**Clock distribution**

Scale bar: 100 um.
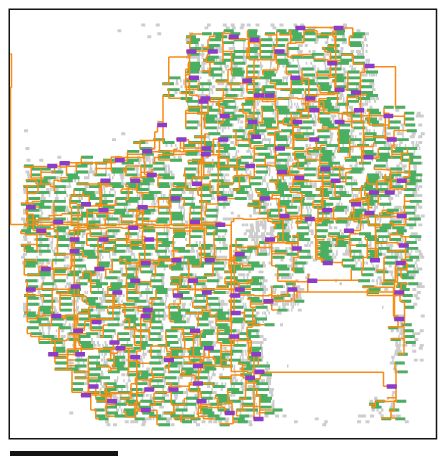
**Cells colored by class**

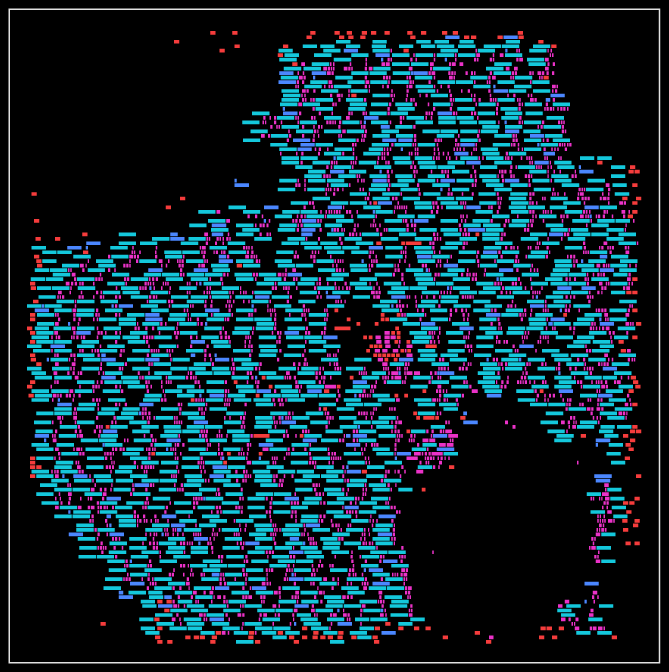
**Sequential cells grouped by signal name**

Other sequential cells in the stronger gray, the rest of the logic in the fainter gray.
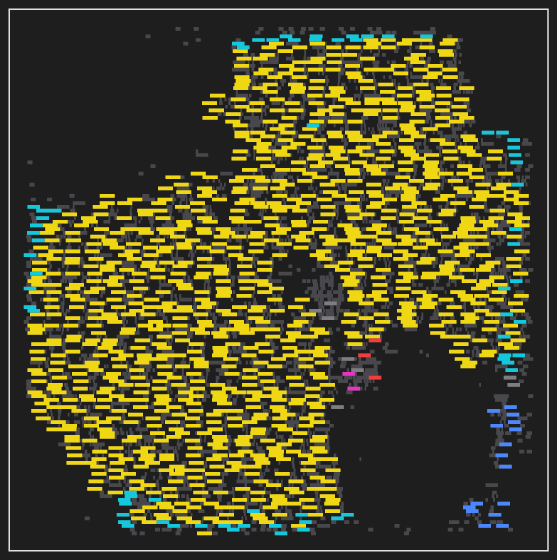
**Clock routing**

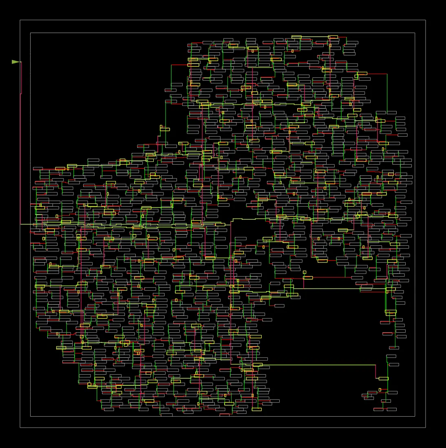
## src/rtl/qr_matrix_feeder.sv

```systemverilog
// Ping-pong matrix buffer that replays 8-row matrices as gapless frames into the QR array.
// The host fills one bank while the other bank streams out.
module qr_matrix_feeder #(
    parameter int DATA_W = 17,
    parameter int ROWS   = 8,
    parameter int CNT_W  = 16
) (
    input  logic                  clk,
    input  logic                  rst,
    input  logic                  s_valid,
    output logic                  s_ready,
    input  logic [4*DATA_W-1:0]   s_data,
    output logic                  qr_valid,
    output logic [DATA_W-1:0]     qr_in_1,
    output logic [DATA_W-1:0]     qr_in_2,
    output logic [DATA_W-1:0]     qr_in_3,
    output logic [DATA_W-1:0]     qr_in_4,
    output logic                  frame_start,
    output logic                  frame_done,
    output logic [CNT_W-1:0]      frame_cnt
);

    localparam int RW = (ROWS > 1) ? $clog2(ROWS) : 1;
    localparam logic [RW-1:0] LAST_ROW = RW'(ROWS - 1);

    typedef enum logic {IDLE, STREAM} state_t;

    state_t              r_state;
    state_t              w_next_state;

    logic [4*DATA_W-1:0] r_mem [2][ROWS];
    logic [1:0]          r_full;
    logic                r_wr_bank;
    logic [RW-1:0]       r_wr_row;
    logic                r_rd_bank;
    logic [RW-1:0]       r_out_row;

    logic                r_qr_valid;
    logic [4*DATA_W-1:0] r_qr_data;
    logic                r_frame_start;
    logic                r_frame_done;
    logic [CNT_W-1:0]    r_frame_cnt;

    logic                w_accept;
    logic [1:0]          w_set;
    logic [1:0]          w_clr;
    logic                w_load;
    logic                w_load_bank;
    logic [RW-1:0]       w_load_row;
    logic                w_release;

    // Readiness depends only on registered flags, so s_valid never loops back into s_ready.
    assign s_ready  = !r_full[r_wr_bank];
    assign w_accept = s_valid && s_ready;
    assign w_set    = (w_accept && (r_wr_row == LAST_ROW)) ? (2'b01 << r_wr_bank) : 2'b00;
    assign w_clr    = w_release ? (2'b01 << r_rd_bank) : 2'b00;

    always_ff @(posedge clk) begin
        if (w_accept) begin
            r_mem[r_wr_bank][r_wr_row] <= s_data;
        end
    end

    always_ff @(posedge clk or posedge rst) begin
        if (rst) begin
            r_wr_bank <= 1'b0;
            r_wr_row  <= '0;
            r_full    <= 2'b00;
        end else begin
            r_full <= (r_full | w_set) & ~w_clr;
            if (w_accept) begin
                if (r_wr_row == LAST_ROW) begin
                    r_wr_row  <= '0;
                    r_wr_bank <= ~r_wr_bank;
                end else begin
                    r_wr_row <= r_wr_row + RW'(1);
                end
            end
        end
    end

    always_ff @(posedge clk or posedge rst) begin
        if (rst) begin
            r_state <= IDLE;
        end else begin
            r_state <= w_next_state;
        end
    end

    // On the last row the other bank, if already full, is chained in without a bubble.
    always_comb begin
        w_next_state = r_state;
        w_load       = 1'b0;
        w_load_bank  = r_rd_bank;
        w_load_row   = '0;
        w_release    = 1'b0;
        case (r_state)
            IDLE: begin
                if (r_full[r_rd_bank]) begin
                    w_load       = 1'b1;
                    w_next_state = STREAM;
                end
            end
            STREAM: begin
                if (r_out_row == LAST_ROW) begin
                    w_release = 1'b1;
                    if (r_full[~r_rd_bank]) begin
                        w_load      = 1'b1;
                        w_load_bank = ~r_rd_bank;
                    end else begin
                        w_next_state = IDLE;
                    end
                end else begin
                    w_load     = 1'b1;
                    w_load_row = r_out_row + RW'(1);
                end
            end
            default: w_next_state = IDLE;
        endcase
    end

    always_ff @(posedge clk or posedge rst) begin
        if (rst) begin
            r_rd_bank     <= 1'b0;
            r_out_row     <= '0;
            r_qr_valid    <= 1'b0;
            r_qr_data     <= '0;
            r_frame_start <= 1'b0;
            r_frame_done  <= 1'b0;
            r_frame_cnt   <= '0;
        end else begin
            r_rd_bank     <= r_rd_bank ^ w_release;
            r_qr_valid    <= w_load;
            r_qr_data     <= w_load ? r_mem[w_load_bank][w_load_row] : '0;
            r_frame_start <= w_load && (w_load_row == '0);
            r_frame_done  <= w_load && (w_load_row == LAST_ROW);
            if (w_load) begin
                r_out_row <= w_load_row;
            end
            if (w_release) begin
                r_frame_cnt <= r_frame_cnt + CNT_W'(1);
            end
        end
    end

    assign qr_valid    = r_qr_valid;
    assign qr_in_1     = r_qr_data[DATA_W-1:0];
    assign qr_in_2     = r_qr_data[2*DATA_W-1:DATA_W];
    assign qr_in_3     = r_qr_data[3*DATA_W-1:2*DATA_W];
    assign qr_in_4     = r_qr_data[4*DATA_W-1:3*DATA_W];
    assign frame_start = r_frame_start;
    assign frame_done  = r_frame_done;
    assign frame_cnt   = r_frame_cnt;

endmodule

```

## config.mk

```make
export PLATFORM = sky130hd
export DESIGN_NAME = qr_matrix_feeder
export DESIGN_NICKNAME = d
export VERILOG_FILES = /design/src/rtl/qr_matrix_feeder.sv
export SDC_FILE = /design/constraint.sdc
export NUM_CORES = 1
export LEC_CHECK = 0
export ABC_AREA = 1
export CAP_MARGIN = 25
export CORE_AREA = 10 10 384 386
export CTS_CLUSTER_SIZE = 28
export DETAILED_ROUTE_END_ITERATION = 7
export DIE_AREA = 0 0 394 396
export PLACE_DENSITY = 0.55
export SLEW_MARGIN = 10
export SYNTH_ARGS = -nofsm -noshare
export SYNTH_HDL_FRONTEND = slang
export SYNTH_SLANG_ARGS = --single-unit
export TNS_END_PERCENT = 10
```

## constraint.sdc

```tcl
create_clock -name clk -period 15.3 [get_ports clk]
set_input_delay 3.825 -clock clk [delete_from_list [all_inputs] [get_ports clk]]
set_output_delay 3.825 -clock clk [all_outputs]
set_load 0.02 [all_outputs]
```

==> changes_impl.md <==
### Metrics

- Status: finished clean
- Core area: 139000 um2
- Die Y: 396 um
- Slowest-stage cell, CP: clkdlybuf4s50_1
- Final Hold Fails: 0
- Total gr overflow: 0
- Register share after synthesis: 0.724
- Row cnt: 137
- Largest net degree at the start of global routing: 207
- Flop-to-flop setup slack: 10.26 ns
- Post-Layout Cell Count: 6253
- First-iteration detailed-routing DRC count: 2356
- I/O pins: 159
- Vias: 31057
- Main area contributors: edfxtp_1 (67%), nand3_1 (11%), nand2_1 (7.1%), dfrtp_1 (5.0%), nor2_1 (2.8%)
- CTS tree: done
- # Cells Yosys: 4192
- Filler instances: 13166
- VDD IR max: 0.241 mV
- M1 WL: 57800 um
- Number of global-route vias before repair: 30488
- Total CTS buffers: 131
- RR Endpoint: r_qr_data[22]$_DFF_PP0_
- Synth unique cells: 24
- Net Sw Frac: 0.409
- CTS Sinks: 1185
- WHS Endpoint: r_out_row[1]$_DFFE_PP0P_
- Fin util: 0.403
- Tool Warnings: 38
- Area Growth Syn to Fin: 15.7%
- Delay of the slowest cell on the worst path: 0.75 ns
- Mean number of vias per cell: 4.97
- Combinational gate area: 11500 um2
- Critical path class: reg2out
- Die W: 394 um
- Antenna Violating Nets Remaining: 0
- Post_cts resized: 0
- Share of layout cells above drive strength 1: 0.0610
- Port-buffer cells: 158
- Buffer levels on the longest clock path: 3
- Top-area cell share: 0.674
- Largest register FFs: 1088
- Pins over their slew limit: 0
- Met2 WL: 61200 um
- Cycle use final: 0.425
- Syn avg cell area: 11.6 um2
- Slew margin rel.: 0.247
- Placer Congestion: 0.733
- Initial antenna violation count: 8
- CP Capture Type: output pin
- Critical path arrival: 2.68 ns
- Clock power frac: 0.256
- GRT Util Overall: 0.160
- Nets: 4351
- Synth warn: 0
- Unrepaired setup endpoints after global routing: false
- Yosys stat area: 48500 um2
- Critical Path RT: 11.48 ns
- Top Layer Used: met5
- Cells after synthesis: 4192
- CP max FO: 13
- Leakage: 20.8 nW
- Hpwl dp: 67400 um
- Setup violations, final: 0
- CTS Hold Bufs: 0
- Total wire length: 128000 um
Back to the opening pictures, 'clock distribution':
orange -> clock wires  # length 14900 um
purple -> cells driving clock nets  # count 131
green -> flip-flops  # count 1185
routed clock nets = 132

Back to the opening pictures, 'cells colored by class':
cyan -> flip-flops  # cells 1185
magenta -> all other logic  # cells 2734
blue -> clock drivers and dummy loads  # cells 235
red -> other buffers and delay cells  # cells 220

Back to the opening pictures, 'sequential cells grouped by signal name':
magenta -> `r_full`  # sequential cells 2
red -> `r_out_row`  # sequential cells 3
yellow -> `r_mem`  # sequential cells 1088, where spread over the die
cyan -> `r_qr_data`  # sequential cells 68, where spread over the die
blue -> `frame_cnt`  # sequential cells 16, where south-east

Back to the opening pictures, 'clock routing':
clk pwr: 0.00302 W
skew final: 0.0345 ns

==> cell usage in the layout (no fill, tap or decap), drive strengths merged <==
master / n
a21oi: 4
buf: 62
bufinv: 5
clkbuf: 170
clkdlybuf4s50: 158
clkinv: 52
clkinvlp: 1
dfrtp: 97
diode: 3
edfxtp: 1088
ha: 8
inv: 241
nand2: 920
nand3: 1028
nand3b: 137
nand4: 4
nor2: 361
nor3: 15
nor4: 1
o21ai: 8
xnor2: 6
xor2: 8
==> power groups by stage <==
| stage | Sequential [W] | Clock [W] | Combinational [W] |
|---|---|---|---|
| 2_1_floorplan | 0.00419 | 0 | 0.00290 |
| 5_1_grt | 0.00402 | 0.00322 | 0.00530 |
| 3_3_place_gp | 0.00405 | 0 | 0.00480 |
| 6_report | 0.00399 | 0.00302 | 0.00477 |
| 4_1_cts | 0.00400 | 0.00309 | 0.00482 |
| 3_5_place_dp | 0.00406 | 0 | 0.00481 |
==> how the worst max path moves through the flow <==
stage	endpoint	cells after the start
after CTS	s_ready	2
after global placement	r_mem[1][16]$_DFFE_PP_	6
after detailed placement	r_mem[1][16]$_DFFE_PP_	6
after floorplan	r_mem[0][408]$_DFFE_PP_	4
after global routing	s_ready	2
final	s_ready	2
==> per-layer routing <==
| metal | global-route usage | up-vias |
|---|---|---|
| met5 | 0 | - |
| met1 | 0.214 | 15419 |
| li1 | - | 14719 |
| met3 | 0.0311 | 175 |
| met4 | 0.0455 | 2 |
| met2 | 0.262 | 742 |
==> per-stage QoR <==
stage,power [W],setup WS (ns),instance area [um2],hold slack (ns)
2_1_floorplan,0.00709,5.88,48500,0.457
3_3_place_gp,0.00885,8.15,51900,0.476
3_5_place_dp,0.00886,8.20,52000,0.485
4_1_cts,0.0119,8.52,56000,0.500
5_1_grt,0.0125,8.55,56100,0.514
6_report,0.0118,8.80,56100,0.507
==> critical path: cells and delay by family, from the launching register on <==
kind | cells | cell delay (ns)
compound gates | 1 | 0.56
buf+inv | 1 | 0.75
flops | 1 | 0.62
==> cells by family after synthesis <==
| logic type | Yosys count | share of synthesized area |
|---|---|---|
| xor gates and xnor gates | 14 | 0.00253 |
| DFF | 1185 | 0.724 |
| adders and majority gates | 8 | 0.00206 |
| and+or+nand+nor | 2466 | 0.229 |
| AOI/OAI and AO/OA | 12 | 0.00124 |
| buffers and inverters | 507 | 0.0417 |
==> cells in the mapped netlist <==
cell      number
nor3_1        15
nand2_4        1
o21ai_1        1
dfrtp_1       97
nand3b_1     137
inv_2          4
nor2_1       361
xor2_1         8
o21ai_0        7
clkinv_1       2
nor4_1         1
nand2_2        3
nand2_1      916
buf_1         63
buf_2         90
inv_1        228
a21oi_1        4
nand4_1        4
clkbuf_1     118
nand3_1     1028
xnor2_1        6
buf_4          2
edfxtp_1    1088
ha_1           8
==> layout make-up <==
type | instances | share of cell area
clock inverter | 65 | 0.0105
inverter | 234 | 0.0161
timing repair buffer | 220 | 0.0380
clock buffer | 170 | 0.0623
antenna | 3 | 0.000134
sequential | 1185 | 0.625
tap | 1876 | 0.0418
multi-input combinational | 2500 | 0.206
No activity file was given, so power comes from the tool's default toggle rates.
